**config.mk**
```make
export PLATFORM = sky130hd
export DESIGN_NAME = rmw_update_initiator_flat
export DESIGN_NICKNAME = d
export VERILOG_FILES = /design/src/rtl/rmw_update_initiator_if.sv /design/src/rtl/rmw_update_initiator.sv /design/src/flat_wrapper.sv
export SDC_FILE = /design/constraint.sdc
export NUM_CORES = 1
export LEC_CHECK = 0
export CORE_UTILIZATION = 54
export CTS_BUF_LIST = sky130_fd_sc_hd__clkbuf_8
export DETAILED_ROUTE_END_ITERATION = 10
export GPL_ROUTABILITY_DRIVEN = 0
export PLACE_DENSITY = 0.89
export SKIP_LAST_GASP = 1
export SLEW_MARGIN = 10
export SYNTH_ARGS = -nofsm -noshare
export SYNTH_HDL_FRONTEND = slang
export SYNTH_SLANG_ARGS = --single-unit
```
**constraint.sdc**
```tcl
create_clock -name clk -period 9.35 [get_ports clk]
set_input_delay 1.4025 -clock clk [delete_from_list [all_inputs] [get_ports clk]]
set_output_delay 1.4025 -clock clk [all_outputs]
set_load 0.01 [all_outputs]
```
**src/rtl/rmw_update_initiator_if.sv**
```systemverilog
// Command, memory and completion signals of the read-modify-write initiator.
// master = the initiator itself; slave = command producer, RAM and observers.
interface rmw_update_initiator_if #(
    parameter int ADDR_W = 3,
    parameter int DATA_W = 32,
    parameter int CNT_W  = 16
);
    logic              cmd_valid;
    logic              cmd_ready;
    logic [ADDR_W-1:0] cmd_addr;
    logic [DATA_W-1:0] cmd_inc;
    logic              mem_ren;
    logic [ADDR_W-1:0] mem_raddr;
    logic [DATA_W-1:0] mem_rdata;
    logic              mem_wen;
    logic [ADDR_W-1:0] mem_waddr;
    logic [DATA_W-1:0] mem_wdata;
    logic              done_valid;
    logic [DATA_W-1:0] done_data;
    logic [CNT_W-1:0]  count;

    modport master (
        input  cmd_valid, cmd_addr, cmd_inc, mem_rdata,
        output cmd_ready, mem_ren, mem_raddr, mem_wen, mem_waddr, mem_wdata,
               done_valid, done_data, count
    );

    modport slave (
        output cmd_valid, cmd_addr, cmd_inc, mem_rdata,
        input  cmd_ready, mem_ren, mem_raddr, mem_wen, mem_waddr, mem_wdata,
               done_valid, done_data, count
    );
endinterface

```
**src/rtl/rmw_update_initiator.sv**
```systemverilog
// Two-stage read-modify-write initiator: read on accept, add and write back one
// cycle later, forwarding the in-flight sum to a back-to-back same-address command.
module rmw_update_initiator #(
    parameter int ADDR_W = 3,
    parameter int DATA_W = 32,
    parameter int CNT_W  = 16
) (
    input  logic                  clk,
    input  logic                  reset,
    rmw_update_initiator_if.master io
);
    localparam logic [CNT_W-1:0] CNT_MAX = '1;

    logic              fire;
    logic              s1_valid;
    logic [ADDR_W-1:0] s1_addr;
    logic [DATA_W-1:0] s1_inc;
    logic              fwd;
    logic [DATA_W-1:0] s1_prev_wdata;
    logic [DATA_W-1:0] operand;
    logic [DATA_W-1:0] sum;
    logic              hit;
    logic [CNT_W-1:0]  count;

    assign io.cmd_ready = ~reset;
    assign fire         = io.cmd_valid & io.cmd_ready;

    assign io.mem_ren   = fire;
    assign io.mem_raddr = io.cmd_addr;

    // The RAM returns pre-write data when the previous command is writing the
    // same word this cycle, so that command's sum is used instead.
    assign operand = fwd ? s1_prev_wdata : io.mem_rdata;
    assign sum     = operand + s1_inc;
    assign hit     = fire & s1_valid & (s1_addr == io.cmd_addr);

    // s1_valid clears asynchronously, so an in-flight write is dropped at once.
    assign io.mem_wen    = s1_valid;
    assign io.mem_waddr  = s1_valid ? s1_addr : '0;
    assign io.mem_wdata  = s1_valid ? sum : '0;
    assign io.done_valid = s1_valid;
    assign io.done_data  = s1_valid ? sum : '0;
    assign io.count      = count;

    always_ff @(posedge clk or posedge reset) begin
        if (reset) begin
            s1_valid      <= 1'b0;
            s1_addr       <= '0;
            s1_inc        <= '0;
            fwd           <= 1'b0;
            s1_prev_wdata <= '0;
            count         <= '0;
        end else begin
            s1_valid <= fire;
            if (fire) begin
                s1_addr <= io.cmd_addr;
                s1_inc  <= io.cmd_inc;
            end
            fwd <= hit;
            if (hit) begin
                s1_prev_wdata <= sum;
            end
            if (s1_valid && (count != CNT_MAX)) begin
                count <= count + CNT_W'(1);
            end
        end
    end
endmodule

```
**src/flat_wrapper.sv**
```systemverilog
// flat-port wrapper written by rule: the top's interface ports become plain ports
module rmw_update_initiator_flat 
#(
    parameter int ADDR_W = 3,
    parameter int DATA_W = 32,
    parameter int CNT_W  = 16
)
  (clk, reset, io_cmd_valid, io_cmd_addr, io_cmd_inc, io_mem_rdata, io_cmd_ready, io_mem_ren, io_mem_raddr, io_mem_wen, io_mem_waddr, io_mem_wdata, io_done_valid, io_done_data, io_count);
  rmw_update_initiator_if #(.ADDR_W(ADDR_W), .DATA_W(DATA_W), .CNT_W(CNT_W)) io_i ();
  input  logic clk;
  input  logic reset;
  input wire logic [$bits(io_i.cmd_valid)-1:0] io_cmd_valid;
  input wire logic [$bits(io_i.cmd_addr)-1:0] io_cmd_addr;
  input wire logic [$bits(io_i.cmd_inc)-1:0] io_cmd_inc;
  input wire logic [$bits(io_i.mem_rdata)-1:0] io_mem_rdata;
  output wire logic [$bits(io_i.cmd_ready)-1:0] io_cmd_ready;
  output wire logic [$bits(io_i.mem_ren)-1:0] io_mem_ren;
  output wire logic [$bits(io_i.mem_raddr)-1:0] io_mem_raddr;
  output wire logic [$bits(io_i.mem_wen)-1:0] io_mem_wen;
  output wire logic [$bits(io_i.mem_waddr)-1:0] io_mem_waddr;
  output wire logic [$bits(io_i.mem_wdata)-1:0] io_mem_wdata;
  output wire logic [$bits(io_i.done_valid)-1:0] io_done_valid;
  output wire logic [$bits(io_i.done_data)-1:0] io_done_data;
  output wire logic [$bits(io_i.count)-1:0] io_count;
  assign io_i.cmd_valid = io_cmd_valid;
  assign io_i.cmd_addr = io_cmd_addr;
  assign io_i.cmd_inc = io_cmd_inc;
  assign io_i.mem_rdata = io_mem_rdata;
  assign io_cmd_ready = io_i.cmd_ready;
  assign io_mem_ren = io_i.mem_ren;
  assign io_mem_raddr = io_i.mem_raddr;
  assign io_mem_wen = io_i.mem_wen;
  assign io_mem_waddr = io_i.mem_waddr;
  assign io_mem_wdata = io_i.mem_wdata;
  assign io_done_valid = io_i.done_valid;
  assign io_done_data = io_i.done_data;
  assign io_count = io_i.count;
  rmw_update_initiator #(.ADDR_W(ADDR_W), .DATA_W(DATA_W), .CNT_W(CNT_W)) u_core (.clk(clk), .reset(reset), .io(io_i));
endmodule
```
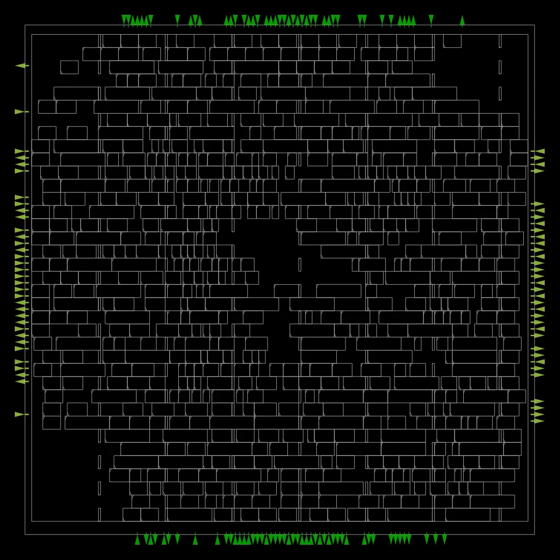
**Above:** run 1 (cell outlines without signal wires).
count of placed standard cells in the final layout, fillers left out: 806
number of sequential cells: 85

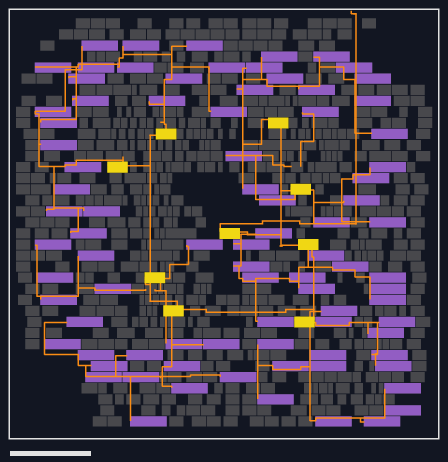
**Above:** run 1 (clock network drawn from the DEF).
Scale bar: 20 microns.
- clock wires: orange (length 1120 microns)
- cells driving clock nets: yellow (count 9)
- flip-flops: purple (count 85)
- flops lie: all over the die

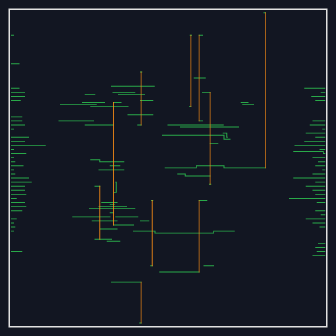
**Above:** run 1 (signal wires by layer).
Only two layers are drawn.
- met3: green (wire length 667 microns)
- met4: orange (wire length 270 microns)

[run 1: registers in the layout (all words and copies together) (netlist names)]
register              count
u_core.s1_prev_wdata     32
u_core.fwd                1
u_core.io.count          16
u_core.s1_addr            3
u_core.io.done_valid      1
u_core.s1_inc            32
[run 1: logic make-up (layout without fill, tap and decap cells)]
| group | count (synthesis) | count (layout) |
|---|---|---|
| xor+xnor | 48 | 48 |
| buf+inv | 70 | 191 |
| compound gates | 88 | 88 |
| simple gates | 128 | 128 |
| fa+ha+maj | 33 | 33 |
| flops | 85 | 85 |
| mux | 97 | 97 |
[run 1: metal layers]
metal	wire [microns]	vias to the layer above	track usage, %
met5	0	-	0
met4	269	0	9.96
met3	666	24	4.08
met2	7230	163	46.3
met1	5710	2248	32.4
li1	-	2147	-
[run 1: area by class of cell]
| cell class | count | area share [%] |
|---|---|---|
| multi-input cells | 394 | 43.6 |
| flip-flops and latches | 85 | 28.8 |
| repair buffers | 163 | 22.0 |
| well taps | 136 | 2.31 |
| clock buffers | 9 | 1.68 |
| clock inverters | 7 | 0.966 |
| inverters | 12 | 0.627 |
[run 1: critical path: stages]
cell,delay (ns)
clkdlybuf4s50_1,0.43
mux2_2,0.27
ha_1,0.21
fa_1,0.40
a21o_1,0.19
nand4_1,0.12
a32oi_1,0.19
a41o_1,0.31
a32oi_2,0.23
o21ai_1,0.24
a221oi_2,0.31
xnor2_1,0.18
and2_1,0.18
clkdlybuf4s50_1,0.54
[run 1: worst min-delay path by stage]
stage	start	to	slack [ns]	cells after the start
after floorplan	u_core.s1_prev_wdata[26]	u_core.s1_prev_wdata[26]	0.47	1
after global placement	u_core.io.count[13]	u_core.io.count[13]	0.47	1
after detailed placement	u_core.io.count[11]	u_core.io.count[11]	0.48	1
after CTS	u_core.io.count[11]	u_core.io.count[11]	0.50	1
after global routing	u_core.io.count[7]	u_core.io.count[7]	0.52	1
final	u_core.io.count[7]	u_core.io.count[7]	0.50	1
[run 1: power by group through the flow]
stage	registers, mW	clock network [mW]	logic (mW)
4_1_cts	0.509	0.274	0.555
5_1_grt	0.521	0.293	0.603
2_1_floorplan	0.502	0	0.376
3_5_place_dp	0.517	0	0.548
6_report	0.510	0.269	0.555
3_3_place_gp	0.508	0	0.531
[run 1: cell usage after synthesis, drive strengths merged, types with 2 or more instances]
| cell | number | area (sq um) |
|---|---|---|
| o21ai | 16 | 83.8 |
| or2 | 2 | 12.5 |
| buf | 40 | 308 |
| a31oi | 6 | 52.6 |
| xor2 | 18 | 158 |
| a221oi | 4 | 53.8 |
| and2 | 34 | 214 |
| nor2 | 20 | 75.1 |
| dfrtp | 85 | 2130 |
| a21o | 14 | 106 |
| and3 | 9 | 56.3 |
| xnor2 | 30 | 263 |
| mux2 | 97 | 1100 |
| a21oi | 32 | 160 |
| nor3 | 7 | 40.0 |
| nand3 | 9 | 45.0 |
| nand4 | 9 | 56.3 |
| a32oi | 2 | 25.0 |
| clkbuf | 17 | 63.8 |
| nor2b | 3 | 18.8 |
| nand2 | 30 | 113 |
| nor4 | 2 | 12.5 |
| inv | 12 | 45.0 |
| o21bai | 4 | 30.0 |
| ha | 32 | 400 |
==> deck_impl_summary.md, run 1 <==
Synthesis and Place & Route Summary

Status
  – Outcome: finished, final reports clean

STA
  – Relative slew slack: 26.6%
  – Hold Worst Slack: 0.501 ns
  – Total count of hold-check failures in the final report: 0
  – Achievable Freq: 0.151 GHz
  – Final worst slack: 2.74 ns
  – Final-report setup violation count: 0
  – Pins over their slew limit: 0
  – Unrepaired setup endpoints after global routing: no
  – Slew @ Worst Pin: 1.10 ns
  – Final critical-path share of the clock period: 70.7%
  – Post-route minimum period: 6.61 ns
  – Final sum of negative setup slack: 0 ns
  – Post-Route Skew: 0.0101 ns

Setup path
  – Worst flop-to-flop path endpoint: u_core.s1_prev_wdata[31]
  – Capture point of the critical path: io_done_data[28]
  – Critical register-to-register path startpoint: u_core.fwd
  – Worst setup EP type: primary output
  – Data arrival time of the critical path: 5.21 ns
  – Worst setup path startpoint: io_mem_rdata[0]
  – Count of cells along the worst register-to-register path: 10
  – Kind of start point of the critical path: input pin
  – Crit path kind: in2out
  – Flop-to-flop setup slack: 5.11 ns
  – Crit path DRT: 7.95 ns
  – Max FO, Critical Path: 4

Finish
  – Area taken by flip-flops and latches: 2130 sq um
  – Most numerous logic cells after layout: clkdlybuf4s50_1 (159), mux2_2 (96), dfrtp_1 (85)
  – Relative area change from synthesis to final layout: 28.1%
  – Area taken by multi-input logic gates: 3220 sq um
  – Inserted Diodes: 0
  – Layout Cell Area excl Fill: 7380 sq um
  – Final core occ: 71.5%
  – Layout cells sized above 1: 19.7%
  – Fillcell total: 771
  – Layout Nets: 768
  – Top logic cell by instance count in the layout: clkdlybuf4s50_1

Placement
  – Quantity of I/O buffers inserted on ports: 159
  – Detailed-placement wirelength estimate: 10200 microns
  – Area after detailed placement: 7190 sq um
  – Placed Instances: 790
  – Pre-CTS WS: 2.79 ns

Yosys
  – Portion of the post-synthesis area used by sequential elements: 36.9%
  – Fa+ha+maj area frac: 7.29%
  – Cells in synth_stat.txt: 549
  – Fraction of registers with async set/reset: 100%
  – Synth warn: 0
  – Net Count, Synth: 652
  – Complex Gates by Area: 10.5%
  – Post-synthesis cell count: 549
  – Area of the mapped netlist: 5760 sq um
  – Synthesized-area fraction occupied by and/or/nand/nor cells: 11.6%
  – Yosys xor share: 7.29%
  – Distinct cell type count after synthesis: 51
  – Dominant synthesized flop cell: dfrtp_1
  – Multiplexer area fraction after synthesis: 19.0%
  – Mean post-synth cell area: 10.5 sq um
  – Main combinational cell family by area after synthesis: multiplexers
  – Flip-flop and latch count after synthesis: 85
  – Yosys stat chip area: 5760 sq um
  – Count of library flops with an enable pin: 0

Clock network
  – Clk slew on worst S/H paths: 0.09 ns
  – Quantity of gates resized following cts: 0
  – Hold-fix buffers at CTS: 0
  – Number of buffers added by the clock tree synthesis step: 9
  – CTS sink cnt: 85
  – H-Tree Level Count: 3
  – TritonCTS clock tree: done
  – Maximum buffer depth of the clock tree: 2
  – Number of buffers inserted by post-CTS setup repair: 0
  – Cell at the root of the clock tree: clkbuf_8
  – Worst skew pair latency: 0.37 ns

GRT
  – Overall global routing resource usage: 26.3%
  – First-pass GRT wire length: 23400 microns
  – Number of antenna violations at the first check in global routing: 0
  – Largest net degree at the start of global routing: 57
  – Total gr overflow: 0
  – Number of global-route vias before repair: 4852

Drt
  – Total iterations of the first detailed-routing run: 5
  – Overall routed net length: 13900 microns
  – Drt via density: 5.68
  – DRC errors left: 0
  – Tally of nets with antenna violations remaining after routing: 0
  – Via count: 4582
  – First-iteration detailed-routing DRC count: 192
  – Average wire per standard cell: 17.2 microns

Floorplanning
  – Floorplan die height: 105 microns
  – Die X: 105 microns
  – Std cell rows: 37
  – Number of I/O pins: 160
  – Area of the core: 10300 sq um
  – Fp util: 55.8%
  – Die footprint: 11100 sq um

Power and ir drop
  – Sequential group share of total power: 38.2%
  – Total power of the final layout: 1.33 mW
  – Switching part of the total: 34.6%
  – Combinational power share: 41.6%
  – Net load switching power: 462 uW
  – Leakage: 3.20 nW
  – Power per cell area: 181 nW/um^2
  – Internal power: 872 uW
  – Peak ir drop on the vdd network: 0.0000957 V
  – Clock power frac: 20.2%

Flow run
  – Log Warnings: 26
  – Reported max-cap violation count: 0

Hold path
  – Hold WC Path Type: reg2reg
## Run 2: what changed since run 1
Settings changed: CORE_UTILIZATION 54 to 50, PLACE_DENSITY 0.89 to 0.83.
Clock period 9.35 ns to 6.25 ns, I/O delays scaled along.
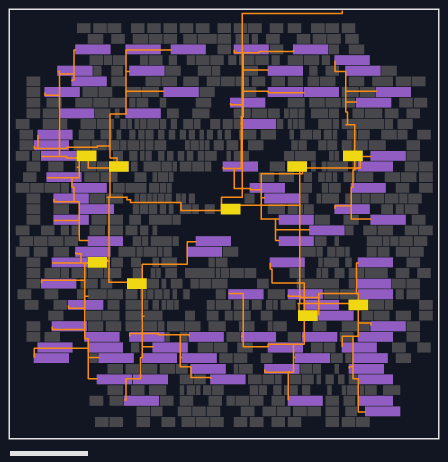
**Above:** run 2 (clock network drawn from the DEF).
Scale bar: 20 microns.
power drawn by the clock network: 436 uW
worst skew pair latency: 0.36 ns
Post-Route Skew: 0.0133 ns

==> deck_impl_summary.md, run 2 <==
Synthesis and Place & Route Summary

Floorplanning
  – Floorplan die height: 109 microns (+3.9%)
  – Die footprint: 12000 sq um (+7.9%)
  – Die X: 109 microns (+3.9%)
  – Std cell rows: 38 (+2.7%)
  – Number of I/O pins: 160 (unchanged)
  – Area of the core: 11000 sq um (+6.8%)

Clock network
  – Cell at the root of the clock tree: clkbuf_8
  – H-Tree Level Count: 3 (unchanged)
  – TritonCTS clock tree: done
  – Clk slew on worst S/H paths: 0.08 ns (about the same)
  – Number of buffers added by the clock tree synthesis step: 9 (unchanged)
  – Hold-fix buffers at CTS: 0 (unchanged)
  – Quantity of gates resized following cts: 0 (unchanged)
  – Maximum buffer depth of the clock tree: 2 (unchanged)

Yosys
  – Main combinational cell family by area after synthesis: multiplexers
  – Biggest area consumer among synthesized cells: dfrtp_1
  – Net Count, Synth: 652 (unchanged)
  – Complex Gates by Area: 10.5% (unchanged)
  – Dominant synthesized flop cell: dfrtp_1
  – Cell types occupying the most area after synthesis: dfrtp_1 (37%), mux2_2 (19%), ha_1 (6.9%)
  – Fraction of registers with async set/reset: 100% (unchanged)
  – Most common cell in the netlist: mux2_2
  – Count of library flops with an enable pin: 0 (unchanged)
  – Cells in synth_stat.txt: 549 (unchanged)
  – Portion of the post-synthesis area used by sequential elements: 36.9% (unchanged)
  – Synthesized-area fraction occupied by and/or/nand/nor cells: 11.6% (unchanged)
  – Fa+ha+maj area frac: 7.29% (unchanged)
  – Yosys stat chip area: 5760 sq um (unchanged)
  – Distinct cell type count after synthesis: 51 (unchanged)
  – Flip-flop and latch count after synthesis: 85 (unchanged)

Power and ir drop
  – Switching part of the total: 32.9% (-1.8 points)
  – Net load switching power: 668 uW (+44%)
  – Clock power frac: 21.5% (+1.3 points)
  – Leakage: 3.22 nW (+0.56%)
  – Power per cell area: 273 nW/um^2 (+51%)
  – Total power of the final layout: 2.03 mW (+52%)
  – Internal power: 1.36 mW (+56%)
  – Combinational power share: 41.1% (-0.5 points)

Status
  – Outcome: finished, final reports clean

Drt
  – Via count: 4499 (-1.8%)
  – Average wire per standard cell: 17.1 microns (-0.67%)
  – Total iterations of the first detailed-routing run: 4 (-1)
  – Tally of nets with antenna violations remaining after routing: 0 (unchanged)
  – Overall routed net length: 13800 microns (-0.17%)
  – DRC errors left: 0 (unchanged)
  – Drt via density: 5.55 (-2.3%)

Hold path
  – Hold WC Path Type: reg2reg
  – Cell count of the worst hold path: 1 (unchanged)
  – Worst hold path endpoint: u_core.io.count[4]

GRT
  – Total gr overflow: 0 (unchanged)
  – Largest net degree at the start of global routing: 86 (+51%)
  – Number of antenna violations at the first check in global routing: 0 (unchanged)
  – Overall global routing resource usage: 23.9% (-2.4 points)
  – Number of global-route vias before repair: 4573 (-5.8%)

Finish
  – Inserted Diodes: 0 (unchanged)
  – Most numerous logic cells after layout: clkdlybuf4s50_1 (159), mux2_2 (96), dfrtp_1 (85)
  – Layout Nets: 769 (+0.13%)
  – Area taken by flip-flops and latches: 2130 sq um (unchanged)

Setup path
  – Slowest cell on the critical path: dfrtp_1
  – Data arrival time of the critical path: 4.84 ns (-0.37 ns)
  – Critical register-to-register path startpoint: u_core.fwd
  – Flop-to-flop setup slack: 2.12 ns (-2.99 ns)
  – Worst flop-to-flop path endpoint: u_core.s1_prev_wdata[31]
  – Max FO, Critical Path: 18 (+14)
  – Worst stage delay on the critical path: 0.84 ns (+0.30 ns)
  – Kind of start point of the critical path: flop

Flow run
  – Reported max-cap violation count: 0 (unchanged)

STA
  – Relative slew slack: 30.1% (+3.5 points)
  – Total count of hold-check failures in the final report: 0 (unchanged)
  – Achievable Freq: 0.173 GHz
  – Final critical-path share of the clock period: 92.5%
  – Post-route minimum period: 5.78 ns
  – Slew @ Worst Pin: 1.05 ns (-0.0518 ns)
  – Pins over their slew limit: 0 (unchanged)

Placement
  – Quantity of I/O buffers inserted on ports: 159 (unchanged)
## run 2: cell counts after synthesis
Identical to the previous run, type by type.
## run 2: worst max path at each step
stage | startpoint | end | slack (ns) | cells past startpoint
after CTS | u_core.fwd | io_done_data[31] | 0.49 | 11
after floorplan | u_core.fwd | io_mem_wdata[31] | 1.67 | 14
after global placement | io_mem_rdata[0] | io_mem_wdata[28] | 0.72 | 14
after detailed placement | io_mem_rdata[0] | io_mem_wdata[28] | 0.61 | 14
after global routing | u_core.fwd | io_done_data[31] | 0.26 | 11
final | u_core.fwd | io_done_data[31] | 0.47 | 11
## run 2: area by class of cell
type	count	area share (%)
clock buffers	11	2.04
clock inverters	4	0.978
inverters	12	0.624
multi-input cells	394	43.4
flip-flops and latches	85	28.7
well taps	140	2.36
repair buffers	164	21.9
## run 2: routing by layer
metal | wire (microns) | GRT usage [%]
met5 | 0 | 0
met4 | 217 | 6.29
met3 | 608 | 3.91
met2 | 7150 | 43.2
met1 | 5880 | 29.6
## run 2: kinds of logic (layout without fill, tap and decap cells)
kind of cell,after synthesis,in the layout
flip-flops,85,85
buffers and inverters,70,191
multiplexers,97,97
adder cells (fa/ha/maj),33,33
XOR/XNOR,48,48
AND/OR/NAND/NOR,128,128
AND-OR/OR-AND,88,88
## run 2: through the flow
step	std cells	worst slack, ns	hold slack [ns]	instance area [sq um]
2_1_floorplan	549	1.67	0.475	5760
3_3_place_gp	795	0.715	0.475	7200
3_5_place_dp	795	0.605	0.486	7200
4_1_cts	810	0.489	0.500	7420
5_1_grt	810	0.257	0.523	7420
6_report	810	0.469	0.500	7420
## run 2: worst max-delay path: cells and delay by family, from the launching register on
kind | cells | cell delay, ns
xor gates and xnor gates | 1 | 0.16
buffers and inverters | 2 | 0.99
and+or+nand+nor | 2 | 0.54
DFF | 1 | 0.84
AOI/OAI and AO/OA | 4 | 1.16
muxes | 1 | 0.38
adders and majority gates | 1 | 0.40
## run 2: power groups by stage
stage	logic [mW]	clock network, mW	registers (mW)
finish	0.834	0.436	0.760
global route	0.907	0.464	0.779
CTS	0.834	0.445	0.760
detailed placement	0.826	0	0.770
global placement	0.800	0	0.758
floorplan	0.562	0	0.752
Power is estimated from default activity; no workload was simulated.
